--- config.mk ---
export PLATFORM = sky130hd
export DESIGN_NAME = sfp_mdio_master_multi
export DESIGN_NICKNAME = d
export VERILOG_FILES = /design/src/rtl/sfp_mdio_master_multi.sv
export SDC_FILE = /design/constraint.sdc
export NUM_CORES = 1
export LEC_CHECK = 0
export CAP_MARGIN = 5
export CORE_MARGIN = 2
export CORE_UTILIZATION = 52
export DETAILED_ROUTE_END_ITERATION = 10
export PLACE_DENSITY = 0.87
export SYNTH_ARGS = -nofsm -noshare
export SYNTH_HDL_FRONTEND = slang
export SYNTH_SLANG_ARGS = --single-unit
export TNS_END_PERCENT = 20
--- constraint.sdc ---
create_clock -name OPB_Clk -period 2.8 [get_ports OPB_Clk]
set_input_delay 0.28 -clock OPB_Clk [delete_from_list [all_inputs] [get_ports OPB_Clk]]
set_output_delay 0.28 -clock OPB_Clk [all_outputs]
set_load 0.01 [all_outputs]
--- src/rtl/sfp_mdio_master_multi.sv ---
// OPB-attached MDIO master driving Clause 22/45 frames onto one of
// C_NUM_CHAN management buses from a single shared frame engine.
module sfp_mdio_master_multi #(
  parameter logic [31:0] C_BASEADDR   = 32'h00060000,
  parameter logic [31:0] C_HIGHADDR   = 32'h0006FFFF,
  parameter int          C_OPB_AWIDTH = 32,
  parameter int          C_OPB_DWIDTH = 32,
  parameter int          C_NUM_CHAN   = 4,
  parameter int          C_MDC_DIV    = 24
) (
  input  logic                    OPB_Clk,
  input  logic                    OPB_Rst_n,
  input  logic [0:C_OPB_AWIDTH-1] OPB_ABus,
  input  logic [0:3]              OPB_BE,
  input  logic [0:C_OPB_DWIDTH-1] OPB_DBus,
  input  logic                    OPB_RNW,
  input  logic                    OPB_select,
  input  logic                    OPB_seqAddr,
  output logic [0:C_OPB_DWIDTH-1] Sl_DBus,
  output logic                    Sl_xferAck,
  output logic                    Sl_errAck,
  output logic                    Sl_retry,
  output logic                    Sl_toutSup,
  output logic [C_NUM_CHAN-1:0]   mdc,
  output logic [C_NUM_CHAN-1:0]   mdio_o,
  output logic [C_NUM_CHAN-1:0]   mdio_t,
  input  logic [C_NUM_CHAN-1:0]   mdio_i
);

  typedef enum logic [1:0] {
    S_IDLE,
    S_PRE,
    S_FRM
  } state_t;

  logic [31:0] w_abus;
  logic [31:0] w_dbus;
  logic [1:0]  w_off;
  logic        w_hit;
  logic        w_acc;
  logic        w_stat_rd;
  logic        w_cmd_wr;
  logic        w_cfg_wr;
  logic        w_cmd_bad;
  logic        w_ovr_set;
  logic        w_cherr_set;
  logic [31:0] w_rdmux;
  logic        w_c45;
  logic [1:0]  w_op;
  logic        w_wr;
  logic [31:0] w_frame;
  logic [7:0]  w_mdi;
  logic        w_unused;

  logic        r_ack;
  logic [31:0] r_dbus;
  logic [7:0]  r_div;
  logic        r_nopre;
  logic [31:0] r_cmd;
  logic        r_start;

  state_t      r_state;
  logic        r_busy;
  logic        r_done;
  logic        r_ovr;
  logic        r_cherr;
  logic [15:0] r_rdata;
  logic [15:0] r_rsh;
  logic [2:0]  r_chan;
  logic [7:0]  r_fdiv;
  logic [7:0]  r_cnt;
  logic [4:0]  r_bit;
  logic [31:0] r_frame;
  logic        r_rd;
  logic        r_mdc;
  logic        r_mdo;
  logic        r_mdt;

  assign w_abus = OPB_ABus;
  assign w_dbus = OPB_DBus;
  assign w_off  = w_abus[3:2];
  assign w_hit  = OPB_select
               && (w_abus >= C_BASEADDR)
               && (w_abus <= C_HIGHADDR);
  // One accept per two cycles: a held select is acked every other cycle.
  assign w_acc     = w_hit && !r_ack;
  assign w_stat_rd = w_acc && OPB_RNW && (w_off == 2'd1);
  assign w_cmd_wr  = w_acc && !OPB_RNW && (w_off == 2'd0);
  assign w_cfg_wr  = w_acc && !OPB_RNW && (w_off == 2'd2);
  assign w_cmd_bad = 32'(w_dbus[15:13]) >= 32'(C_NUM_CHAN);

  assign w_ovr_set   = w_cmd_wr && (r_busy || r_start);
  assign w_cherr_set = w_cmd_wr && !(r_busy || r_start)
                    && w_cmd_bad;

  assign w_unused = ^{OPB_BE, OPB_seqAddr};

  assign Sl_DBus    = r_dbus;
  assign Sl_xferAck = r_ack;
  assign Sl_errAck  = 1'b0;
  assign Sl_retry   = 1'b0;
  assign Sl_toutSup = 1'b0;

  always_comb begin
    w_rdmux = '0;
    case (w_off)
      2'd1: w_rdmux = {r_rdata, 12'd0,
                       r_cherr, r_ovr, r_done, r_busy};
      2'd2: w_rdmux = {23'd0, r_nopre, r_div};
      default: w_rdmux = '0;
    endcase
  end

  always_ff @(posedge OPB_Clk) begin
    if (!OPB_Rst_n) begin
      r_ack   <= 1'b0;
      r_dbus  <= '0;
      r_div   <= 8'(C_MDC_DIV);
      r_nopre <= 1'b0;
      r_cmd   <= '0;
      r_start <= 1'b0;
    end else begin
      r_ack   <= w_acc;
      r_dbus  <= (w_acc && OPB_RNW) ? w_rdmux : '0;
      r_start <= w_cmd_wr && !(r_busy || r_start)
              && !w_cmd_bad;
      if (w_cmd_wr && !(r_busy || r_start))
        r_cmd <= w_dbus;
      if (w_cfg_wr) begin
        r_div   <= (w_dbus[7:0] == 8'd0) ? 8'd1
                                         : w_dbus[7:0];
        r_nopre <= w_dbus[8];
      end
    end
  end

  assign w_c45 = r_cmd[12];
  assign w_op  = r_cmd[11:10];
  assign w_wr  = w_c45 ? !w_op[1] : (w_op == 2'b01);
  // Read ops release the line for TA/DATA; the ones are never driven.
  assign w_frame = {w_c45 ? 2'b00 : 2'b01, w_op,
                    r_cmd[4:0], r_cmd[9:5],
                    w_wr ? 2'b10 : 2'b11,
                    w_wr ? r_cmd[31:16] : 16'hFFFF};

  always_comb begin
    w_mdi = '0;
    w_mdi[C_NUM_CHAN-1:0] = mdio_i;
  end

  always_ff @(posedge OPB_Clk) begin
    if (!OPB_Rst_n) begin
      r_state <= S_IDLE;
      r_busy  <= 1'b0;
      r_done  <= 1'b0;
      r_ovr   <= 1'b0;
      r_cherr <= 1'b0;
      r_rdata <= '0;
      r_rsh   <= '0;
      r_chan  <= '0;
      r_fdiv  <= 8'd1;
      r_cnt   <= '0;
      r_bit   <= '0;
      r_frame <= '0;
      r_rd    <= 1'b0;
      r_mdc   <= 1'b0;
      r_mdo   <= 1'b1;
      r_mdt   <= 1'b1;
    end else begin
      if (w_stat_rd) begin
        r_done  <= 1'b0;
        r_ovr   <= 1'b0;
        r_cherr <= 1'b0;
      end
      if (w_ovr_set)
        r_ovr <= 1'b1;
      if (w_cherr_set)
        r_cherr <= 1'b1;
      unique case (r_state)
        S_IDLE: begin
          if (r_start) begin
            r_chan  <= r_cmd[15:13];
            r_fdiv  <= r_div;
            r_frame <= w_frame;
            r_rd    <= !w_wr;
            r_busy  <= 1'b1;
            r_cnt   <= '0;
            r_bit   <= '0;
            r_mdc   <= 1'b0;
            r_mdt   <= 1'b0;
            if (r_nopre) begin
              r_state <= S_FRM;
              r_mdo   <= w_frame[31];
            end else begin
              r_state <= S_PRE;
              r_mdo   <= 1'b1;
            end
          end
        end
        default: begin
          if (r_cnt != r_fdiv) begin
            r_cnt <= r_cnt + 8'd1;
          end else if (!r_mdc) begin
            r_cnt <= '0;
            r_mdc <= 1'b1;
          end else begin
            r_cnt <= '0;
            r_mdc <= 1'b0;
            if (r_state == S_FRM && r_rd
                && r_bit >= 5'd16)
              r_rsh <= {r_rsh[14:0], w_mdi[r_chan]};
            if (r_bit == 5'd31) begin
              r_bit <= '0;
              if (r_state == S_PRE) begin
                r_state <= S_FRM;
                r_mdo   <= r_frame[31];
              end else begin
                r_state <= S_IDLE;
                r_busy  <= 1'b0;
                r_done  <= 1'b1;
                r_mdo   <= 1'b1;
                r_mdt   <= 1'b1;
                if (r_rd)
                  r_rdata <= {r_rsh[14:0], w_mdi[r_chan]};
              end
            end else begin
              r_bit <= r_bit + 5'd1;
              if (r_state == S_FRM) begin
                r_frame <= r_frame << 1;
                r_mdo   <= r_frame[30];
                r_mdt   <= r_rd && (r_bit >= 5'd13);
              end
            end
          end
        end
      endcase
    end
  end

  always_comb begin
    mdc    = '0;
    mdio_o = '1;
    mdio_t = '1;
    for (int c = 0; c < C_NUM_CHAN; c++) begin
      if (r_chan == 3'(c)) begin
        mdc[c]    = r_mdc;
        mdio_o[c] = r_mdo;
        mdio_t[c] = r_mdt;
      end
    end
  end

endmodule
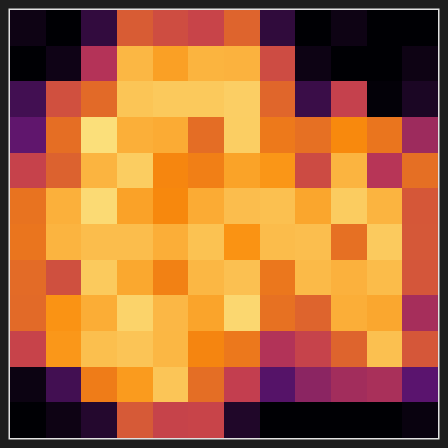
run_1/util_map.png
12 x 12 tiles, from black (low) to pale yellow (high), 0 to 100% covered.
- mean over tiles: 58%
- nearly empty tiles: 9.0%
- fullest tile: 93%
- tiles over 75% full: 40%

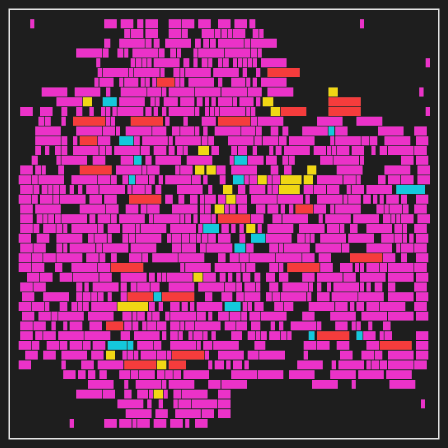
run_1/sizing.png
- magenta: x1 and smaller (cells 789; share 93%; most used dfxtp_1)
- red: x6 and larger (cells 24; share 2.8%; most used clkbuf_16)
- cyan: x2 (cells 17; share 2.0%; most used clkinv_2)
- yellow: x3 and x4 (cells 21; share 2.5%; most used buf_4)

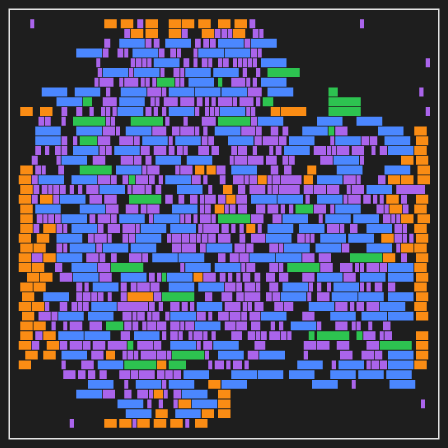
run_1/class_map.png
- orange: remaining buffers and delay cells (cells 110; share of their area 13%)
- green: clock drivers and dummy loads (cells 32; share of their area 6.7%)
- blue: registers (cells 165; share of their area 40%)
- purple: remaining logic cells (cells 544; share of their area 40%)

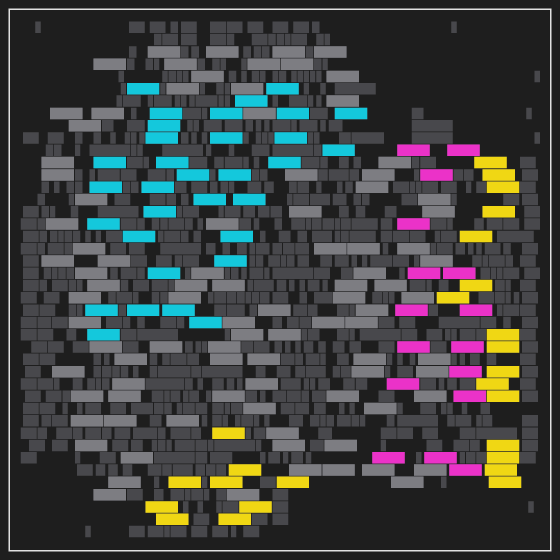
run_1/ff_map.png
Other sequential cells in the stronger grey, the rest of the logic in the fainter grey.
- yellow: Sl_DBus (sequential cells 25)
- magenta: r_rdata (sequential cells 16)
- cyan: r_frame (sequential cells 32)

==> flow_summary.ini, run 1 <==
; generated from flow reports
[placement]
post-place-cells = 995
port_buffers = 95
placed_cell_area_mm2 = 0.00793
gp_congestion = 0.837
hpwl_mm = 9.58

[clocking]
cts_root_buffer = clkbuf_16
post_cts_buffers = 0
cts_sinks = 165
cts_buffers = 17
cts_tree = built
cts_resized = 0
ctsHoldBuffers = 0
htree_num_levels = 4
clock_path_buffers = 2
clk_pin_slew_ps = 60

[timing]
skew_ps = 5.96
timing.setup.tns_ps = 0
hold_slack_ps = 226
worst_pin_slew_ps = 591
hold_violations = 0
maxSlewViolCount = 0
timing.final.crit_share_pct = 86.7
max_freq_ghz = 0.412
min_period_ps = 2430
setup_slack_ps = 372
setup_violations = 0
grt_setup_unrepaired = false
slew_headroom_pct = 60.5

[cells_and_area]
final-clk-cell-share_pct = 6.49
area_delta_synth_final_pct = 22.5
mostFrequentLayoutCells = 165 x dfxtp_1, 121 x nand2_1, 94 x clkdlybuf4s50_1, 66 x nor2_1, 54 x nand3_1
stdcell_area_mm2 = 0.00848
nNetsFinal = 922
final_cells = 1027
largest_cell_class = multi-input combinational cells
antenna_cells = 0
layout.comb_gates.multi_input = 540
comb_share_pct = 39.0
flop_area_mm2 = 0.00330
finalCoreUtilization_pct = 64.6
buffer_area_share_pct = 12.8
seq_cells = 165
n_all_inverters = 4
buffers = 110
fillers = 1051
layout-drive-gt1-share_pct = 7.29
logic_area_mm2 = 0.00331
clkbuf_count = 24
lay_top_count = dfxtp_1
sh_seq_area_pct = 38.9

[synthesis]
ys_sh_aoi_pct = 13.9
synthTopLogicFamily = simple AND/OR/NAND/NOR gates
simple_gate_share_pct = 22.9
top_area_share_pct = 47.7
edf_count = 0
topCellsByArea = dfxtp_1 48%, mux2i_1 7.4%, nand2_1 6.6%
adder_share_pct = 1.26
syn_area_mm2 = 0.00693
yosys-top-cells-count = 165 x dfxtp_1, 121 x nand2_1, 66 x nor2_1
ys_async_sr_fraction_pct = 0
ys_cells = 763
synth.area.mux_share_pct = 7.69
synth_cell_type_count = 59
ys.flops = 165
most_common_cell = dfxtp_1
ys.flop_type = dfxtp_1
largest_area_cell = dfxtp_1
xor_share_pct = 1.39
ys_area_mm2 = 0.00693
synth_cells = 763
synth.avg_cell_area_um2 = 9.08

[worst_setup_path]
startpoint_type = flip-flop
r2r_end = r_frame[1]
worst-setup-path-type = flip-flop to flip-flop
endpoint = r_frame[1]
timing.rr.start = r_cnt[4]
slowest_stage = nand3_1
critical_path_buf_inv_count = 0
cp_num_cells = 5
crit_path_end_kind = flip-flop
critical-path-top-delay-family = AND-OR/OR-AND gates
r2r_slack_ps = 370
cp.required_ps = 3110
startpoint = r_cnt[4]
critPathArrivalTime_ps = 2740
path_cells = xnor2_1, nand4_1, o21ai_2, nand3_1, o221a_2
reg2reg_depth = 5
cpPeakStageDelay_ps = 580
cp_max_fo = 15

[grt]
antenna_found_initial = 0
met1_usage_pct = 27.9
grt.total_usage_pct = 21.1
top_usage_layer = met2
grt_remaining_overflow = 0
use_met2_pct = 33.8
grt_max_degree = 113
gr-usage-met3_pct = 5.36

[hold_path]
min_path_type = primary input to flip-flop
worstHoldEndpoint = r_mdo
hp-start = OPB_Rst_n
hold_depth = 2

[run_status]
status = finished clean

[routing]
drc = 0
via_per_inst = 5.45
dr.pass1.iters = 6
wl_met3_um = 793
routed_wl_mm = 14.6
vias = 5602
drt_iter0_drc = 406
top_layer = met4
met1Wirelength_mm = 6.77
final_antenna_net_count = 0

[job]
max_cap_violations = 0
warnings = 50

[power_and_ir_drop]
powerSeq_mw = 2.35
combPwrFrac_pct = 3.4
p_per_area_mw_per_mm2 = 548
pg_clk_mw = 2.14
p_int_mw = 3.68
vdd_drop_max_mv = 0.378
seqPwrFrac_pct = 50.5
pwr-share-clk_pct = 46.1
maxPowerGroup = registers
power_mw = 4.65
power_leakage_nw = 3.21
p_sw_uw = 969
p_sw_share_pct = 20.8

[floorplan]
rows = 42
core_mm2 = 0.0131
chipArea_mm2 = 0.0143
die.size.x_um = 119
fp_util_pct = 52.7
die_y_um = 119
ios = 125
nWellTaps = 176
==> run 1 -> run 2 <==
--- a/config.mk
+++ b/config.mk
@@ -10,6 +10,7 @@
 export CORE_UTILIZATION = 52
 export DETAILED_ROUTE_END_ITERATION = 10
 export PLACE_DENSITY = 0.87
+export SKIP_CTS_REPAIR_TIMING = 1
 export SYNTH_ARGS = -nofsm -noshare
 export SYNTH_HDL_FRONTEND = slang
 export SYNTH_SLANG_ARGS = --single-unit
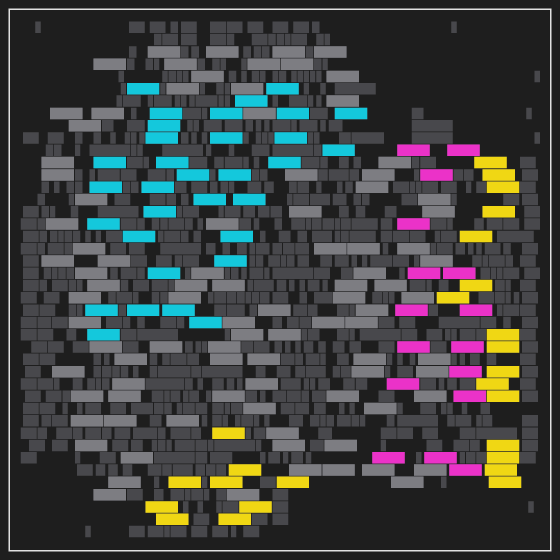
run_2/ff_map.png
Other sequential cells in the stronger grey, the rest of the logic in the fainter grey.
- magenta: r_rdata (sequential cells 16)
- cyan: r_frame (sequential cells 32)
- yellow: Sl_DBus (sequential cells 25)
- not coloured: 92

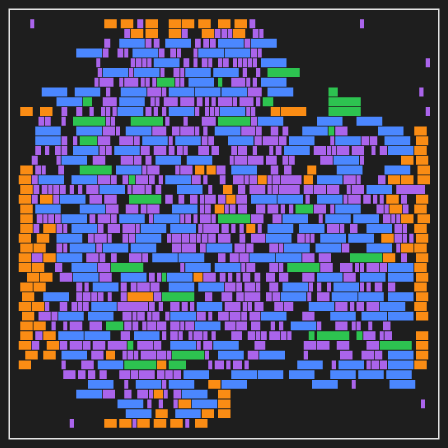
run_2/class_map.png
- blue: registers (cells 165; share of their area 40%)
- purple: remaining logic cells (cells 544; share of their area 40%)
- green: clock drivers and dummy loads (cells 32; share of their area 6.7%)
- orange: remaining buffers and delay cells (cells 110; share of their area 13%)

==> run 2 against run 1 <==
  * Utilization unchanged
  * Clock skew unchanged
  * Cell count unchanged
  * Maximum frequency unchanged
  * Sequential cell count unchanged
  * Critical endpoint unchanged
==> flow_summary.ini, run 2 <==
; generated from flow reports
[run_status]
status = finished clean

[timing]
hold_violations = 0
timing.final.crit_share_pct = 86.7
slew_headroom_pct = 60.5
hold_slack_ps = 226
max_freq_ghz = 0.412
grt_setup_unrepaired = false
min_period_ps = 2430
maxSlewViolCount = 0

[clocking]
clk_pin_slew_ps = 60
htree_num_levels = 4
cts_tree = built
cts_root_buffer = clkbuf_16
clock_path_buffers = 2
cts_sinks = 165

[floorplan]
die.size.x_um = 119
core_mm2 = 0.0131
chipArea_mm2 = 0.0143
rows = 42
nWellTaps = 176
die_y_um = 119
ios = 125

[synthesis]
yosys-top-cells-count = 165 x dfxtp_1, 121 x nand2_1, 66 x nor2_1
most_common_cell = dfxtp_1
ys_async_sr_fraction_pct = 0
adder_share_pct = 1.26
synth.area.mux_share_pct = 7.69
ys_area_mm2 = 0.00693
edf_count = 0
ys.flops = 165
xor_share_pct = 1.39
synth.avg_cell_area_um2 = 9.08
largest_area_cell = dfxtp_1
synth_cells = 763
synthTopLogicFamily = simple AND/OR/NAND/NOR gates
topCellsByArea = dfxtp_1 48%, mux2i_1 7.4%, nand2_1 6.6%
ys.flop_type = dfxtp_1
ys_sh_aoi_pct = 13.9
synth_cell_type_count = 59

[worst_setup_path]
cp.required_ps = 3110
startpoint = r_cnt[4]
timing.rr.start = r_cnt[4]
path_cells = xnor2_1, nand4_1, o21ai_2, nand3_1, o221a_2
crit_path_end_kind = flip-flop
cp_num_cells = 5
endpoint = r_frame[1]
cpPeakStageDelay_ps = 580
critPathArrivalTime_ps = 2740
worst-setup-path-type = flip-flop to flip-flop
r2r_slack_ps = 370
r2r_end = r_frame[1]

[grt]
grt_remaining_overflow = 0
grt_max_degree = 113
antenna_found_initial = 0

[cells_and_area]
antenna_cells = 0
final-clk-cell-share_pct = 6.49
fillers = 1051
layout.comb_gates.multi_input = 540
lay_top_count = dfxtp_1
final_cells = 1027
mostFrequentLayoutCells = 165 x dfxtp_1, 121 x nand2_1, 94 x clkdlybuf4s50_1, 66 x nor2_1, 54 x nand3_1
clkbuf_count = 24
layout-drive-gt1-share_pct = 7.29
sh_seq_area_pct = 38.9
buffers = 110
buffer_area_share_pct = 12.8
comb_share_pct = 39.0
logic_area_mm2 = 0.00331
nNetsFinal = 922
largest_cell_class = multi-input combinational cells
seq_cells = 165

[placement]
gp_congestion = 0.837
post-place-cells = 995
placed_cell_area_mm2 = 0.00793
port_buffers = 95

[power_and_ir_drop]
power_leakage_nw = 3.21
p_int_mw = 3.68
combPwrFrac_pct = 3.4
power_mw = 4.65
p_per_area_mw_per_mm2 = 548
p_sw_share_pct = 20.8
pwr-share-clk_pct = 46.1
pg_clk_mw = 2.14
seqPwrFrac_pct = 50.5
vdd_drop_max_mv = 0.378
maxPowerGroup = registers

[routing]
final_antenna_net_count = 0
vias = 5602
drt_iter0_drc = 406
drc = 0
met1Wirelength_mm = 6.77
top_layer = met4

[hold_path]
worstHoldEndpoint = r_mdo
min_path_type = primary input to flip-flop
hold_depth = 2
hp-start = OPB_Rst_n

[job]
warnings = 50
max_cap_violations = 0
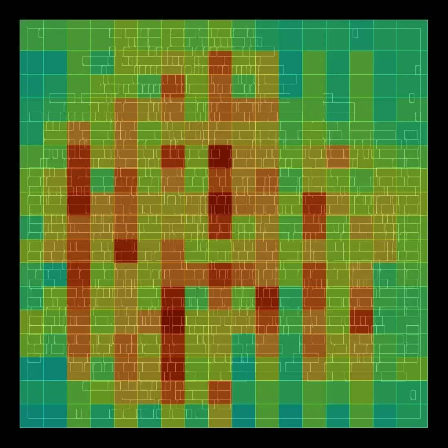
run_2/congestion_map.png
All-Layer GR Usage: 21.1%
met1 Track Usage GR: 27.9%
most used routing layer: met2
Util after Layout: 64.6%
met2 Resource Use GR: 33.8%

run_2/util_map.png
12 x 12 tiles, from black (low) to pale yellow (high), 0 to 100% covered.
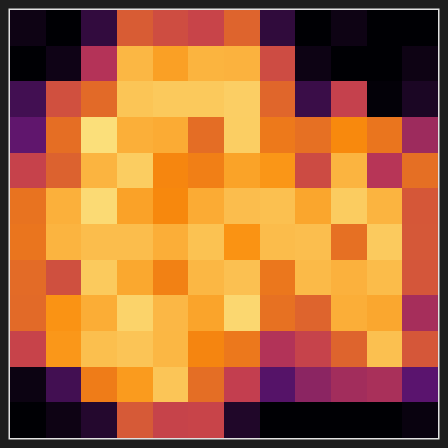

==> run 2 -> run 3 <==
--- a/config.mk
+++ b/config.mk
@@ -9,7 +9,8 @@
 export CORE_MARGIN = 2
 export CORE_UTILIZATION = 52
 export DETAILED_ROUTE_END_ITERATION = 10
-export PLACE_DENSITY = 0.87
+export PLACE_DENSITY = 0.82
+export RECOVER_POWER = 100
 export SKIP_CTS_REPAIR_TIMING = 1
 export SYNTH_ARGS = -nofsm -noshare
 export SYNTH_HDL_FRONTEND = slang
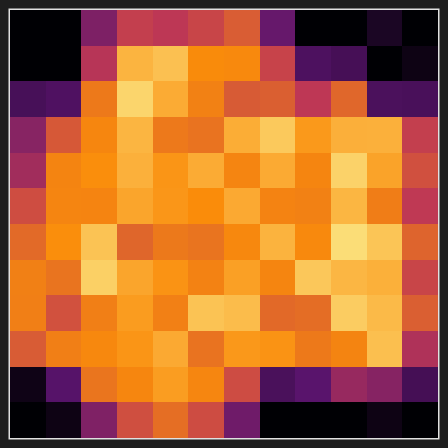
run_3/util_map.png
12 x 12 tiles, from black (low) to pale yellow (high), 0 to 100% covered.
- tiles over 75% full: 31%
- mean over tiles: 58%
- fullest tile: 93%
- nearly empty tiles: 9.0%
- emptiest ninth of the die: upper right

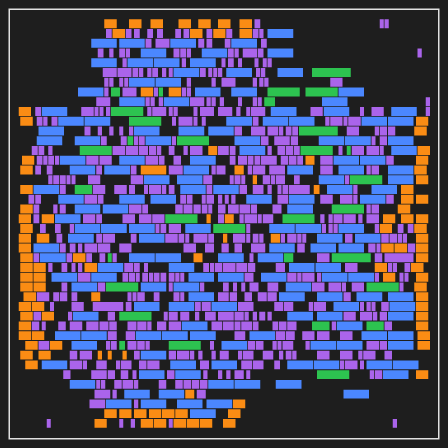
run_3/class_map.png
- purple: remaining logic cells (cells 544; share of their area 40%)
- orange: remaining buffers and delay cells (cells 110; share of their area 13%)
- blue: registers (cells 165; share of their area 40%)
- green: clock drivers and dummy loads (cells 31; share of their area 7.3%)

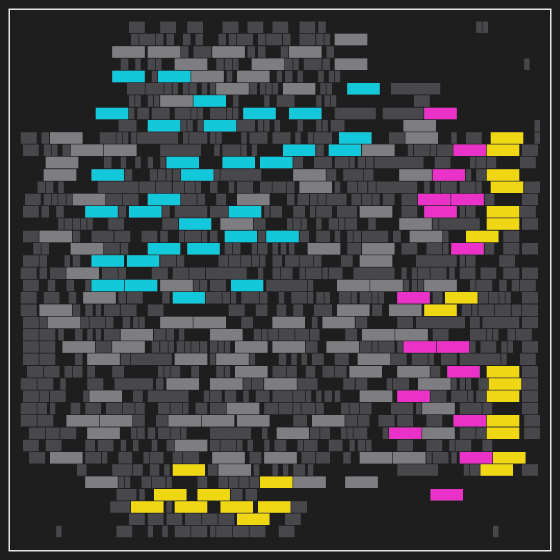
run_3/ff_map.png
Other sequential cells in the stronger grey, the rest of the logic in the fainter grey.
- magenta: r_rdata (sequential cells 16)
- yellow: Sl_DBus (sequential cells 25)
- cyan: r_frame (sequential cells 32)

==> run 3 against run 2 <==
  * Synthesized area stayed put
  * Non-clock buffer count unchanged
  * Clock skew up 1.7 ps
  * Critical path depth is 1 higher
  * First-iteration DRC count is 4.9% lower
  * Routed wire length fell by 2.7%
  * Sequential cell count unchanged
  * Clock power increased by 9.8%
  * Utilization down 0.067 points
  * Clock-buffer cell count down 1
  * Setup slack improved by 30 ps
  * Critical path type unchanged
  * Critical endpoint is now r_mdo
  * Largest cell class is now sequential cells
==> flow_summary.ini, run 3 <==
; generated from flow reports
[synthesis]
yosys-top-cells-count = 165 x dfxtp_1, 121 x nand2_1, 66 x nor2_1
synth.avg_cell_area_um2 = 9.08
largest_area_cell = dfxtp_1
ys_area_mm2 = 0.00693
ys.flop_type = dfxtp_1
synth.area.mux_share_pct = 7.69
synth_cell_type_count = 59
xor_share_pct = 1.39
adder_share_pct = 1.26
edf_count = 0
synthTopLogicFamily = simple AND/OR/NAND/NOR gates
synth_cells = 763
most_common_cell = dfxtp_1
topCellsByArea = dfxtp_1 48%, mux2i_1 7.4%, nand2_1 6.6%

[clocking]
clock_path_buffers = 2
cts_sinks = 165
cts_root_buffer = clkbuf_16
cts_tree = built

[cells_and_area]
final-clk-cell-share_pct = 7.10
lay_top_count = dfxtp_1
layout-drive-gt1-share_pct = 6.00
buffer_area_share_pct = 12.4
buffers = 110
seq_cells = 165
largest_cell_class = sequential cells
mostFrequentLayoutCells = 165 x dfxtp_1, 121 x nand2_1, 66 x nor2_1, 55 x clkdlybuf4s50_1, 54 x nand3_1
antenna_cells = 0
final_cells = 1026
logic_area_mm2 = 0.00329
fillers = 1059
comb_share_pct = 38.8
finalCoreUtilization_pct = 64.5

[power_and_ir_drop]
vdd_drop_max_mv = 0.440
power_mw = 4.86
p_per_area_mw_per_mm2 = 573
p_int_mw = 3.90
pg_clk_mw = 2.35
combPwrFrac_pct = 3.2
seqPwrFrac_pct = 48.3
maxPowerGroup = registers
power_leakage_nw = 3.25
p_sw_share_pct = 19.7

[routing]
drc = 0
vias = 5505
drt_iter0_drc = 386
top_layer = met4
final_antenna_net_count = 0

[worst_setup_path]
r2r_end = r_mdo
cp_num_cells = 6
path_cells = or2_0, buf_4, o21ai_2, clkbuf_1, nand2_1, o311ai_0
cpPeakStageDelay_ps = 640
r2r_slack_ps = 400
worst-setup-path-type = flip-flop to flip-flop
critPathArrivalTime_ps = 2700
timing.rr.start = r_state[1]

[timing]
grt_setup_unrepaired = false
maxSlewViolCount = 0
min_period_ps = 2400
hold_slack_ps = 237
hold_violations = 0
max_freq_ghz = 0.417
timing.final.crit_share_pct = 85.6

[grt]
grt.total_usage_pct = 20.6
top_usage_layer = met2
use_met2_pct = 32.5
grt_remaining_overflow = 0

[run_status]
status = finished clean

[hold_path]
worstHoldEndpoint = r_div[3]
min_path_type = primary input to flip-flop
hold_depth = 2
hp-start = OPB_Rst_n

[floorplan]
die.size.x_um = 119
ios = 125
nWellTaps = 176
core_mm2 = 0.0131
die_y_um = 119

[job]
warnings = 48

[placement]
post-place-cells = 995
port_buffers = 95
Power and IR drop assume default switching activity.
